--- src/rtl/tx_ds_se.sv ---
// tx_ds_se: single-ended Data-Strobe line encoder, transmit side.
// Ports: TxClk, TxReset (sync, active-high), Tx1/Tx0 one-hot bit request,
//   D/S registered line outputs, TxErr sticky collision flag
//   (only with TX_DS_SE_COLLISION_EN defined).
module tx_ds_se (
  input  logic TxClk,
  input  logic TxReset,
  input  logic Tx1,
  input  logic Tx0,
  output logic D,
  output logic S
`ifdef TX_DS_SE_COLLISION_EN
  ,
  output logic TxErr
`endif
);

  logic send;
  logic par;

  // exactly one request line high means a bit goes out;
  // both high is a collision and is treated as idle
  assign send = Tx1 ^ Tx0;
  assign par  = D ^ S;

  // the new strobe is chosen so D^S toggles once per bit
  always_ff @(posedge TxClk) begin
    if (TxReset) begin
      D <= 1'b0;
      S <= 1'b0;
    end else if (send) begin
      D <= Tx1;
      S <= Tx1 ^ ~par;
    end
  end

`ifdef TX_DS_SE_COLLISION_EN
  always_ff @(posedge TxClk) begin
    if (TxReset)
      TxErr <= 1'b0;
    else if (Tx1 && Tx0)
      TxErr <= 1'b1;
  end
`endif

endmodule

--- config.mk ---
export PLATFORM = sky130hd
export DESIGN_NAME = tx_ds_se
export DESIGN_NICKNAME = d
export VERILOG_FILES = /design/src/rtl/tx_ds_se.sv
export SDC_FILE = /design/constraint.sdc
export NUM_CORES = 1
export LEC_CHECK = 0
export ABC_CLOCK_PERIOD_IN_PS = 1200
export CAP_MARGIN = 40
export CORE_AREA = 2 2 39 41
export DETAILED_ROUTE_END_ITERATION = 7
export DIE_AREA = 0 0 41 43
export DONT_BUFFER_PORTS = 1
export PLACE_DENSITY = 0.3
export SLEW_MARGIN = 10
export SYNTH_ARGS = -nofsm -noshare
export SYNTH_HDL_FRONTEND = slang
export SYNTH_SLANG_ARGS = --single-unit
--- constraint.sdc ---
create_clock -name TxClk -period 1.2 [get_ports TxClk]
set_input_delay 0.3 -clock TxClk [delete_from_list [all_inputs] [get_ports TxClk]]
set_output_delay 0.3 -clock TxClk [all_outputs]
set_load 0.01 [all_outputs]
==> summary.txt, run 1 <==
Notes from the flow run.

Detailed routing:
- The run gives the detailed-route wire length per cell as 9.70 um.
- The run gives the total met2 wirelength after detailed routing as between 100 and 150 um.
- Detailed-route iteration 0 reported a violation count of 1.
- The run gives the met3 wirelength from detailed routing as 91 um.
- The run gives the sum of routed wire segments on met1 as approximately 66 um.
- For this block, the routed nets add up to between 200 and 300 um of wire.

Global route:
- For met3 alone, demand over resource in global routing was ~6.3%.
- The run puts the met2 demand-to-capacity share in global routing at 5.00%.
- The run gives the global-route met1 utilization as 2.24%.

Layout:
- The fraction of final cell area spent on clock buffers and inverters in this run is 15.7%.
- The number of sequential cells reported for the layout is 2.
- The run puts the total non-filler cell area in the finished layout at 144 um^2.
- In the final layout, the registers with the most flip-flops are D x1, S x1.
- In the final layout, the fill cell count is between 150 and 200.
- The run puts the register area at ~40 um^2.
- The run puts the final antenna diode count at 0.
- The run puts the combinational gate count at 8.
- Registers represent a cell area share of approximately 28%.
- The run puts the count of placed standard cells in the final layout, fillers left out at 30.
- The run gives the multi-input gate share of total cell area as between 30% and 40%.
- The run puts the count of nets after finishing at 20.
- Per the layout area report, the combinational gate area comes to 57.6 um^2.

Logic synthesis:
- The run gives the number of nets produced by synthesis as 15.
- The run gives the most frequently used flop master after synthesis as dfxtp_1.
- The run gives the number of cell instances after yosys synthesis as 11.
- Per the synthesis report, the AND-OR/OR-AND share of the synthesized area is 14.8%.
- Summing every instance area after synthesis gives around 100 um^2.
- Counting flops and latches in the post-synthesis netlist gives 2.
- The run gives the synthesized area per cell as about 9.2 um^2.
- The run puts the simple-gate area share of the yosys netlist at 42.0%.

Power and ir drop:
- The run gives the combinational share of power as 5.7%.
- The run puts the internal cell power at approximately 0.19 mW.
- The run puts the clock network power at approximately 0.15 mW.
- The run gives the net switching power figure as 0.0563 mW.
- Power spread over the standard cell area amounts to ~1700 mW/mm^2.
- Of the total power, the clock network draws about 62%.

Worst setup path:
- OpenSTA lists the critical path endpoint as S.
- Traced cell by cell, the critical path runs through and3b_1 > o21ai_1 > nor3b_2.
- The run gives the endpoint of the most critical register-to-register path as S.
- The run puts the worst setup slack for register-to-register paths at between 0.2 and 0.25 ns.
- The run puts the data required time at the worst endpoint at approximately 1.3 ns.
- The run gives the worst reg2reg path startpoint as D.
- The run gives the cell type group with the largest total delay on the critical path as flip-flops.
- The run puts the worst-path maximum fanout at 4.
- The run gives the data arrival time of the critical path as 1.06 ns.
- The run puts the number of logic stages on the critical path including buffering at 3.
- STA shows the worst reg2reg path with a cell count of 3.

Die:
- The run puts the chip footprint at ~0.0018 mm^2.
- The total area inside the core boundary comes to roughly 0.0014 mm^2.
- The run gives the site row count as 14.
- The vertical die dimension reported for this design is 43 um.

Final timing:
- The run gives the count of pins over their slew limit as 0.
- In the final report, the number of endpoints failing setup comes to 0.
- The worst-case max-slew headroom was logged as 85.7%.
- The final timing report derives a shortest allowable period of around 0.95 ns.

CTS:
- The run puts the post-cts sizing count at 0.
- The run puts the source-to-sink clock delay at the later pin of the worst-skew pair at roughly 0.23 ns.
- The run gives the total number of H-tree levels as 1.
- The run gives the number of buffers inserted for hold repair after clock tree synthesis as 0.

Min path:
- The path with the worst hold slack has its endpoint at S.
- The run gives the worst min-delay path class as input port to flip-flop.

Run status:
- The flow ran to the end, and the final reports show no timing, DRC or antenna violations.
Fig. 1: run 1, placement density heat map
Drawn at 8 px/um. The die is cut into 8 by 9 equal tiles; black is low, pale yellow is high, 0 to 100% covered.
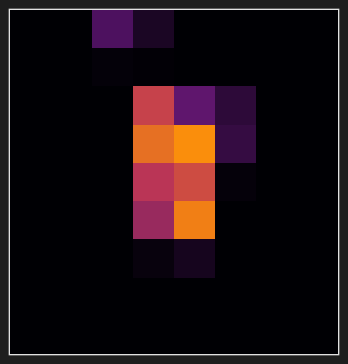
densest ninth of the die: center
tiles over 75% full: 1.4%
fullest tile: 75%
mean over tiles: 7.0%
nearly empty tiles: 81%

Fig. 2: run 1, signal wires by layer
Drawn at 12 px/um. Two of the layers only.
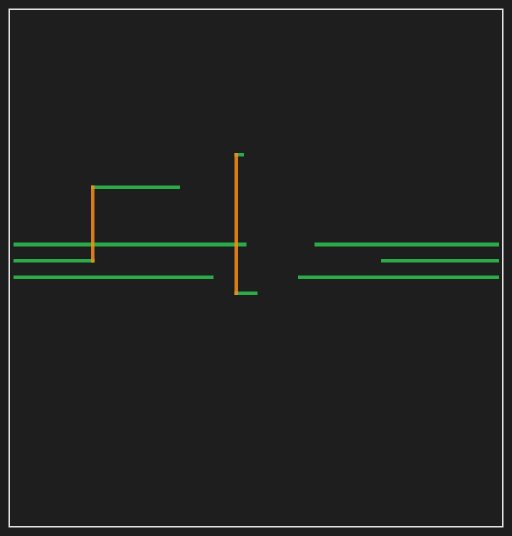
[green] metal 3 | wire length: 91.9 um
[orange] metal 4 | wire length: 17.7 um

Fig. 3: run 1, port wiring
Drawn at 8 px/um.
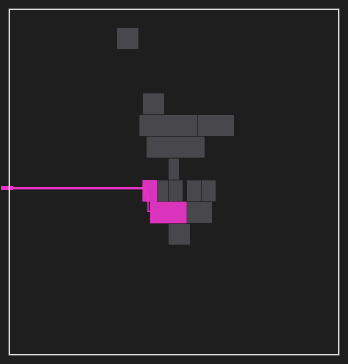
[magenta] TxReset | direction: input | edge: left | end cells: 2 | buffers: 0 | wire: 20.1 um
PortBufs: 0
ports placed on the boundary: 6

==> run 1 -> run 2 <==
--- a/config.mk
+++ b/config.mk
@@ -5,7 +5,7 @@
 export SDC_FILE = /design/constraint.sdc
 export NUM_CORES = 1
 export LEC_CHECK = 0
-export ABC_CLOCK_PERIOD_IN_PS = 1200
+export ABC_CLOCK_PERIOD_IN_PS = 900
 export CAP_MARGIN = 40
 export CORE_AREA = 2 2 39 41
 export DETAILED_ROUTE_END_ITERATION = 7
==> constraint.sdc (replaced) <==
create_clock -name TxClk -period 0.9 [get_ports TxClk]
set_input_delay 0.225 -clock TxClk [delete_from_list [all_inputs] [get_ports TxClk]]
set_output_delay 0.225 -clock TxClk [all_outputs]
set_load 0.01 [all_outputs]
Fig. 4: run 2, signal wires by layer
Drawn at 12 px/um. Two of the layers only.
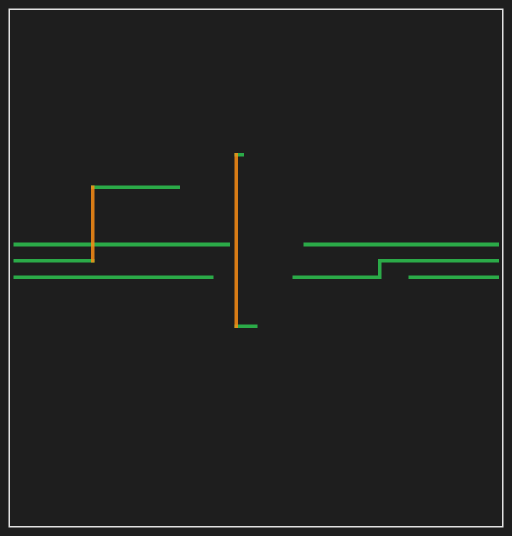
[orange] metal 4 | wire length: 20.4 um
[green] metal 3 | wire length: 91.0 um

Fig. 5: run 2, M2 wires
Drawn at 8 px/um. Cells faint in the background.
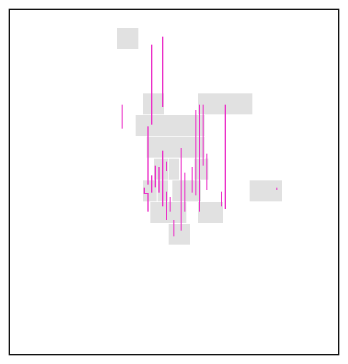
share of all routed wire: 40%
wire length on this layer: 123 um
main direction: vertical

==> run 2 against run 1 <==
Against the previous run: worst setup slack got worse by 0.27 ns; the flow now finishes with violations (negative setup slack); sequential cell count unchanged; highest routed layer unchanged; first-iteration DRC count increased by 100%; worst hold slack got worse by 0.083 ns; synthesized cell count unchanged; final cell count increased by 3.3%; die size unchanged.
==> summary.txt, run 2 <==
Notes from the flow run.

Min path:
- The path class of the tightest hold or removal check is input port to flip-flop.
- The run gives the destination of the worst hold path as D.

Placed design:
- The run puts the number of buffers added on ports at 0 (unchanged).

Global route:
- The run puts the met2 demand-to-capacity share in global routing at 5.31% (+0.31 points).
- The run gives the met3 layer usage reported by global route as 5.76% (-0.52 points).

Die:
- The y dimension of the die was 43 um (unchanged).
- The run puts the number of top-level design ports at 6 (unchanged).
- The run puts the core area at 0.00138 mm^2 (unchanged).

Power and ir drop:
- The run gives the clock share of power as 60.1% (-2.0 points).
- The run gives the net switching power figure as 0.0788 mW (+40%).
- The internal cell power came to 0.263 mW (+38%).

Final timing:
- The run puts the minimum clock period at between 0.9 and 1 ns.
- The run gives the count of endpoints failing setup in the final report as 2 (+2).
- The run puts the headroom to the max-slew limit at 87.1% (+1.4 points).
- The run puts the least setup slack across all paths after layout at -0.0200 ns.
- The run gives the count of pins over their slew limit as 0 (unchanged).

Worst setup path:
- Following the worst setup path forward leads to its endpoint at D.
- The run puts the data arrival time of the critical path at 0.70 ns (-0.36 ns).
- The run gives the endpoint of the most critical register-to-register path as S.
- The run gives the worst-path maximum fanout as 4 (unchanged).
- The run puts the worst setup slack for register-to-register paths at -0.01 ns (-0.26 ns).
- The run gives the cell type group with the largest total delay on the critical path as flip-flops.

Logic synthesis:
- The post-synthesis sequential element count came to 2 (unchanged).
- Looking at the cell usage after synthesis, the top flip-flop cell is dfxtp_1.
- The run gives the AND-OR/OR-AND share of the synthesized area as 14.8% (unchanged).
- The run puts the number of nets produced by synthesis at 15 (unchanged).

Detailed routing:
- The sum of routed wire segments on met1 is 72 um (+9.1%).
- The run gives the number of violations reported at the end of detailed-routing iteration 0 as 2 (+1).
- The run gives the routed wire length as 306 um (+5.2%).

Run status:
- The run finished, with violations left.
- The final reports fail on negative setup slack.

CTS:
- The source-to-sink clock delay at the later pin of the worst-skew pair was 0.23 ns (about the same).

Layout:
- The tally of filler cells in the layout came to 161 (+1.9%).
- The combinational gate count was 8 (unchanged).
- The run gives the total non-filler cell area in the finished layout as 170 um^2 (+18%).
- The final antenna diode count was 0 (unchanged).
Power figures rest on the tool's default switching activity, not on a simulated workload.
